### config.mk
export PLATFORM = sky130hd
export DESIGN_NAME = dma_bus_arbiter
export DESIGN_NICKNAME = d
export VERILOG_FILES = /design/src/rtl/dma_bus_arbiter_pkg.sv /design/src/rtl/dma_arb_timer.sv /design/src/rtl/dma_bus_arbiter.sv
export SDC_FILE = /design/constraint.sdc
export NUM_CORES = 1
export LEC_CHECK = 0
export ABC_AREA = 1
export CAP_MARGIN = 30
export CORE_MARGIN = 8
export CORE_UTILIZATION = 39
export CTS_CLUSTER_SIZE = 25
export DETAILED_ROUTE_END_ITERATION = 7
export PLACE_DENSITY_LB_ADDON = 0.12
export SYNTH_ARGS = -nofsm -noshare
export SYNTH_HDL_FRONTEND = slang
export SYNTH_HIERARCHICAL = 1
export SYNTH_SLANG_ARGS = --single-unit
### constraint.sdc
create_clock -name CLK -period 1.45 [get_ports CLK]
set_input_delay 0.2175 -clock CLK [delete_from_list [all_inputs] [get_ports CLK]]
set_output_delay 0.2175 -clock CLK [all_outputs]
set_load 0.05 [all_outputs]
### src/rtl/dma_bus_arbiter_pkg.sv
`default_nettype none
// ============================================================================
// Module      : dma_bus_arbiter_pkg
// Description : Shared definitions for the CPU/DMA bus arbiter: bus word
//               width, arbiter state encoding and nominal DMA transfer shape.
// Revision    : 1.0 - initial release
// ============================================================================
`ifndef WORD_SIZE
`define WORD_SIZE 16
`endif

package dma_bus_arbiter_pkg;

  localparam int WORD_SIZE       = `WORD_SIZE;
  localparam int WORDS_PER_BURST = 4;
  localparam int BURSTS          = 3;
  // Cycles of bus ownership for one nominal DMA transfer.
  localparam int NOMINAL_GRANT   = WORDS_PER_BURST * BURSTS;

  typedef enum logic [2:0] {
    IDLE    = 3'd0,
    DRAIN   = 3'd1,
    GRANT   = 3'd2,
    RELEASE = 3'd3,
    GAP     = 3'd4
  } arb_state_t;

endpackage
`default_nettype wire

### src/rtl/dma_arb_timer.sv
`default_nettype none
// ============================================================================
// Module      : dma_arb_timer
// Description : Loadable down-counter that saturates at zero. Used for the
//               post-release CPU ownership gap and the grant watchdog.
// Ports       : clk, rst_n      - clock, async active-low reset
//               i_load          - load i_load_val (wins over i_en)
//               i_load_val[W]   - value to load
//               i_en            - decrement by one when nonzero
//               o_zero          - count is zero
// Revision    : 1.0 - initial release
// ============================================================================
module dma_arb_timer #(
  parameter int W = 4
) (
  input  logic         clk,
  input  logic         rst_n,
  input  logic         i_load,
  input  logic [W-1:0] i_load_val,
  input  logic         i_en,
  output logic         o_zero
);

  logic [W-1:0] r_cnt;

  always_ff @(posedge clk or negedge rst_n) begin
    if (!rst_n) begin
      r_cnt <= '0;
    end else if (i_load) begin
      r_cnt <= i_load_val;
    end else if (i_en && (r_cnt != '0)) begin
      r_cnt <= r_cnt - 1'b1;
    end
  end

  assign o_zero = (r_cnt == '0);

endmodule
`default_nettype wire

### src/rtl/dma_bus_arbiter.sv
`default_nettype none
// ============================================================================
// Module      : dma_bus_arbiter
// Description : Arbitrates the shared memory bus between the CPU and the DMA
//               engine. A DMA request is granted only after the CPU's
//               in-flight access retires; the CPU is stalled for the whole
//               grant window and gets the bus back for at least GAP_CYCLES
//               after each release, with a one-cycle dma_done pulse.
// Ports       : CLK, reset_n   - clock, async active-low reset
//               BR              - DMA bus request (level)
//               cpu_mem_busy    - CPU memory access in flight
//               BG              - bus grant to DMA (registered)
//               cpu_stall       - block new CPU memory accesses (registered)
//               dma_done        - one-cycle pulse when the bus returns
//               grant_cnt[CNT_W]- completed grants since reset (wraps)
//               wd_err          - sticky watchdog error
// Options     : DMA_ARB_WATCHDOG_EN - when defined, a grant held for
//               MAX_GRANT cycles is forcibly released and wd_err is set;
//               otherwise wd_err is tied low and grants are unbounded.
// Revision    : 1.0 - initial release
// ============================================================================
module dma_bus_arbiter
  import dma_bus_arbiter_pkg::*;
#(
  parameter int GAP_CYCLES = 2,
  parameter int MAX_GRANT  = NOMINAL_GRANT + 4,
  parameter int CNT_W      = WORD_SIZE
) (
  input  logic             CLK,
  input  logic             reset_n,
  input  logic             BR,
  input  logic             cpu_mem_busy,
  output logic             BG,
  output logic             cpu_stall,
  output logic             dma_done,
  output logic [CNT_W-1:0] grant_cnt,
  output logic             wd_err
);

  localparam int GAP_W = 4;

  arb_state_t       r_state;
  arb_state_t       w_next;
  logic             r_bg;
  logic             r_stall;
  logic             r_done;
  logic [CNT_W-1:0] r_grant_cnt;
  logic             w_gap_zero;
  logic             w_wd_zero;
  logic             w_wd_fire;

  // Gap countdown: loaded on the single RELEASE cycle so GAP lasts exactly
  // GAP_CYCLES cycles before returning to IDLE.
  dma_arb_timer #(.W(GAP_W)) u_gap_timer (
    .clk        (CLK),
    .rst_n      (reset_n),
    .i_load     (r_state == RELEASE),
    .i_load_val (GAP_W'(GAP_CYCLES - 1)),
    .i_en       (r_state == GAP),
    .o_zero     (w_gap_zero)
  );

`ifdef DMA_ARB_WATCHDOG_EN
  localparam int WD_W = $clog2(MAX_GRANT + 1);

  logic r_wd_err;

  // Loaded on GRANT entry with MAX_GRANT-1 so that the zero flag is seen on
  // the MAX_GRANT-th grant cycle.
  dma_arb_timer #(.W(WD_W)) u_wd_timer (
    .clk        (CLK),
    .rst_n      (reset_n),
    .i_load     ((w_next == GRANT) && (r_state != GRANT)),
    .i_load_val (WD_W'(MAX_GRANT - 1)),
    .i_en       (r_state == GRANT),
    .o_zero     (w_wd_zero)
  );

  always_ff @(posedge CLK or negedge reset_n) begin
    if (!reset_n) begin
      r_wd_err <= 1'b0;
    end else if (w_wd_fire) begin
      r_wd_err <= 1'b1;
    end
  end

  assign wd_err = r_wd_err;
`else
  assign w_wd_zero = 1'b0;
  assign wd_err    = 1'b0;
`endif

  always_ff @(posedge CLK or negedge reset_n) begin
    if (!reset_n) begin
      r_state <= IDLE;
    end else begin
      r_state <= w_next;
    end
  end

  always_comb begin
    w_next    = r_state;
    w_wd_fire = 1'b0;
    case (r_state)
      IDLE: begin
        // A CPU access starting in the same cycle wins the tie: drain first.
        if (BR) begin
          w_next = cpu_mem_busy ? DRAIN : GRANT;
        end
      end
      DRAIN: begin
        if (!BR) begin
          w_next = IDLE;
        end else if (!cpu_mem_busy) begin
          w_next = GRANT;
        end
      end
      GRANT: begin
        // cpu_mem_busy is deliberately ignored here: the grant is held.
        if (!BR) begin
          w_next = RELEASE;
        end else if (w_wd_zero) begin
          w_next    = RELEASE;
          w_wd_fire = 1'b1;
        end
      end
      RELEASE: begin
        w_next = GAP;
      end
      GAP: begin
        if (w_gap_zero) begin
          w_next = IDLE;
        end
      end
      default: begin
        w_next = IDLE;
      end
    endcase
  end

  // Outputs are registered from the next state so they line up with the
  // state they describe without any combinational decode on the pins.
  always_ff @(posedge CLK or negedge reset_n) begin
    if (!reset_n) begin
      r_bg        <= 1'b0;
      r_stall     <= 1'b0;
      r_done      <= 1'b0;
      r_grant_cnt <= '0;
    end else begin
      r_bg    <= (w_next == GRANT);
      r_stall <= (w_next == DRAIN) || (w_next == GRANT) || (w_next == RELEASE);
      r_done  <= (w_next == RELEASE);
      if (w_next == RELEASE) begin
        r_grant_cnt <= r_grant_cnt + 1'b1;
      end
    end
  end

  assign BG        = r_bg;
  assign cpu_stall = r_stall;
  assign dma_done  = r_done;
  assign grant_cnt = r_grant_cnt;

endmodule
`default_nettype wire
**Metal 3**

Scale: 6 px per um. Cells faint in the background.
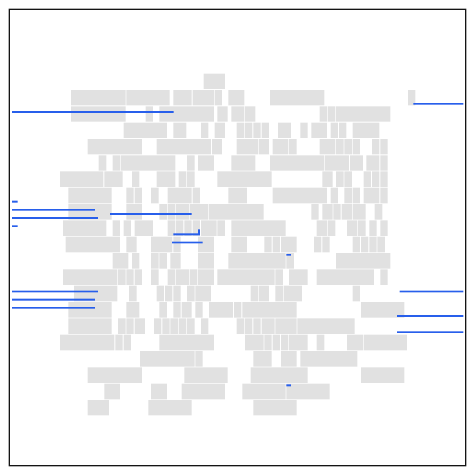
main direction	horizontal
nets with wire on the layer	15
longest straight run	26.7 um
wire length on this layer	160 um
routed wire length: 3.00 mm
M3 GR Usage: 2.89%
vias after detailed routing: 1225

**Port wiring**

Scale: 4 px per um.
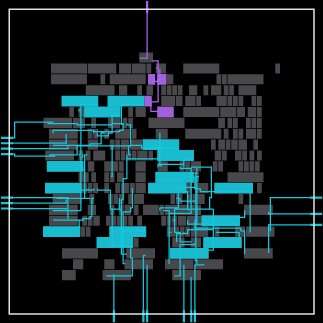
colour	port	bits	direction	edge	end cells	buffers	wire
purple	BR	1	input	top	4	2	36.7 um
cyan	grant_cnt	16	output	7 left, 6 bottom, 3 right	16	20	806 um
IO Pins: 24
port bufs: 22

**Cell area per tile**

Scale: 4 px per um. The die is cut into 8 by 8 equal tiles; dark blue is low, red is high, 0 to 100% covered.
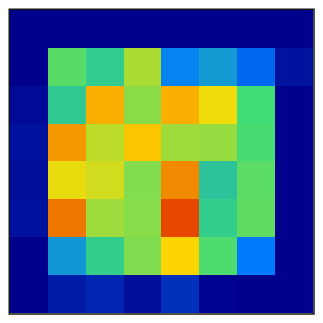
nearly empty tiles	30%
mean over tiles	34%
fullest tile	92%
densest ninth of the die	centre
tiles over 75% full	13%
Core Footprint: 3390 sq um
Post-Route Utilization: 58.8%

**Routing congestion**

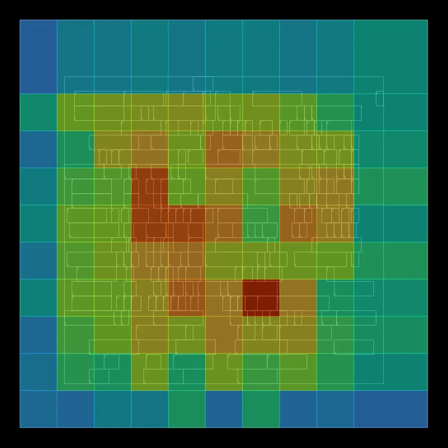
post-DR wirelength/cell: 11.4 um
aggregate global-route resource usage: 11.4%
busiest grt layer: met2

**Clock wires, drivers and flops**

Scale: 4 px per um.
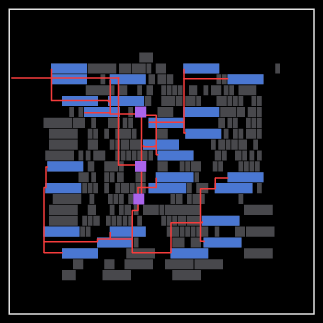
[purple] cells driving clock nets | count: 3
[red] clock wires | length: 303 um
[blue] flip-flops | count: 26
routed clock nets	4
Clock Power Share: 8.4%
clk_lat worst skew: 310 ps
P_clk: 303 uW
clock skew: 14.9 ps

per-stage QoR:
step / worst slack [ps] / power, uW / util [%] / area (sq um)
detailed placement: -8.51 / 3280 / 56.8 / 1920
global route: -18.8 / 3870 / 58.8 / 1990
CTS: 42.1 / 3590 / 57.5 / 1950
finish: 93.5 / 3610 / 58.8 / 1990
global placement: 40.9 / 3220 / 56.8 / 1920
floorplan: 4.11 / 2390 / - / 1430
sequential cells by signal, indices dropped and copies added (netlist names):
signal             cells
grant_cnt             16
u_gap_timer/r_cnt      4
r_state                3
BG                     1
dma_done               1
cpu_stall              1
power breakdown:
group / internal (uW) / switching (uW) / leakage, uW
combinational: 911 / 1160 / 0.000645
sequential: 968 / 268 / 0.000314
clock: 107 / 196 / 0.0000150
total: 1990 / 1620 / 0.000974
==> impl_metrics.ini <==
; flow metrics
[setup_path]
path_max_fanout = 4
cp.depth = 8
endpoint = grant_cnt[10]
path_class = reg -> reg
rr_startpoint = grant_cnt[0]
crit_chain = ha_4, nand3_2, nor2_4, nand2_1, nor2_4, nand2_1, nand2_1, nand2_1
path_buffers = 0
path_delay_family = simple AND/OR/NAND/NOR gates
crit_top_cell = nand2_1
cp-start-kind = flop
crit_arrival_ps = 1560
cp_slowest_cell = dfrtp_2
critical_path_required_ps = 1660
worstReg2RegEnd = grant_cnt[10]

[routing]
routed_via_density = 4.66
drt-initial-drc-count = 25
drc = 0
dr_wl_met3_um = 160
met2_length_mm = 1.49
firstDrtPassIters = 4

[cells_and_area]
sh_comb_area_pct = 34.5
final_cell_mix = 61 x nand2_1, 20 x dfrtp_1, 18 x inv_1, 18 x buf_12, 17 x nor2_1
mi_logic_area_sq_um = 688
clk_share_pct = 1.32
biggestCellCategory = logic gates
final_cells = 263
seq_share_pct = 33.0
lay_top_count = nand2_1
syn_to_final_growth_pct = 42.9
nClkBuffers = 4
signal_buffers = 33
layout.area.seq_sq_um = 658
seq_cells = 26
nFillCells = 300

[yosys]
syn_area_sq_um = 1400
top_cell = nand2_1
postSynthCellCount = 179
flop_cell = dfrtp_1
yosysSeqAreaShare_pct = 46.6
topCombFamilyByArea = simple AND/OR/NAND/NOR gates
synth-edff-count = 0
ys_cells = 179
yosys.area.top_type = dfrtp_1
avgSynthCellArea_sq_um = 7.79
synth-compound-area-share_pct = 2.51
ys_types = 24
synth.top_cell.area_share_pct = 46.6
mux_share_pct = 0
common_cells = 62 x nand2_1, 26 x dfrtp_1, 18 x inv_1
async_flop_share_pct = 100
ys.flops = 26

[final_timing]
min_period_ps = 1360
finalClockPeriodUsage_pct = 93.6
final-setup-viol-count = 0
setup_tns_ps = 0
max_freq_mhz = 737
timing.hold.ws_ps = 242
hold_viol_final = 0

[run]
openroad.warnings = 26
drv_cap = 0

[floorplan]
die_area_sq_um = 5750
row_count = 21
tap_cells = 46
die_x_um = 75.8

[clocking]
post_cts_buffers = 0
cts_made_buffers = 3
cts_tree = yes
root_buffer = clkbuf_4
clk_pin_slew_ps = 140
cts.sinks = 26
cts_resized = 0
cts_max_path_buffers = 2

[worst_hold_path]
hp-class = in -> async

[power]
cellPowerDensity_nw_per_um2 = 1810
p_leak_uw = 0.000974

[placed_design]
gp_congestion = 0.861
dp_hpwl_mm = 2.30
dp_cells = 255

[global_route]
antenna_found_initial = 0
grt_pass1_wl_mm = 5.18
grt_pass1_vias = 1185
use_met1_pct = 13.4

[run_status]
status = finished, final reports clean
Power and IR drop assume default switching activity.
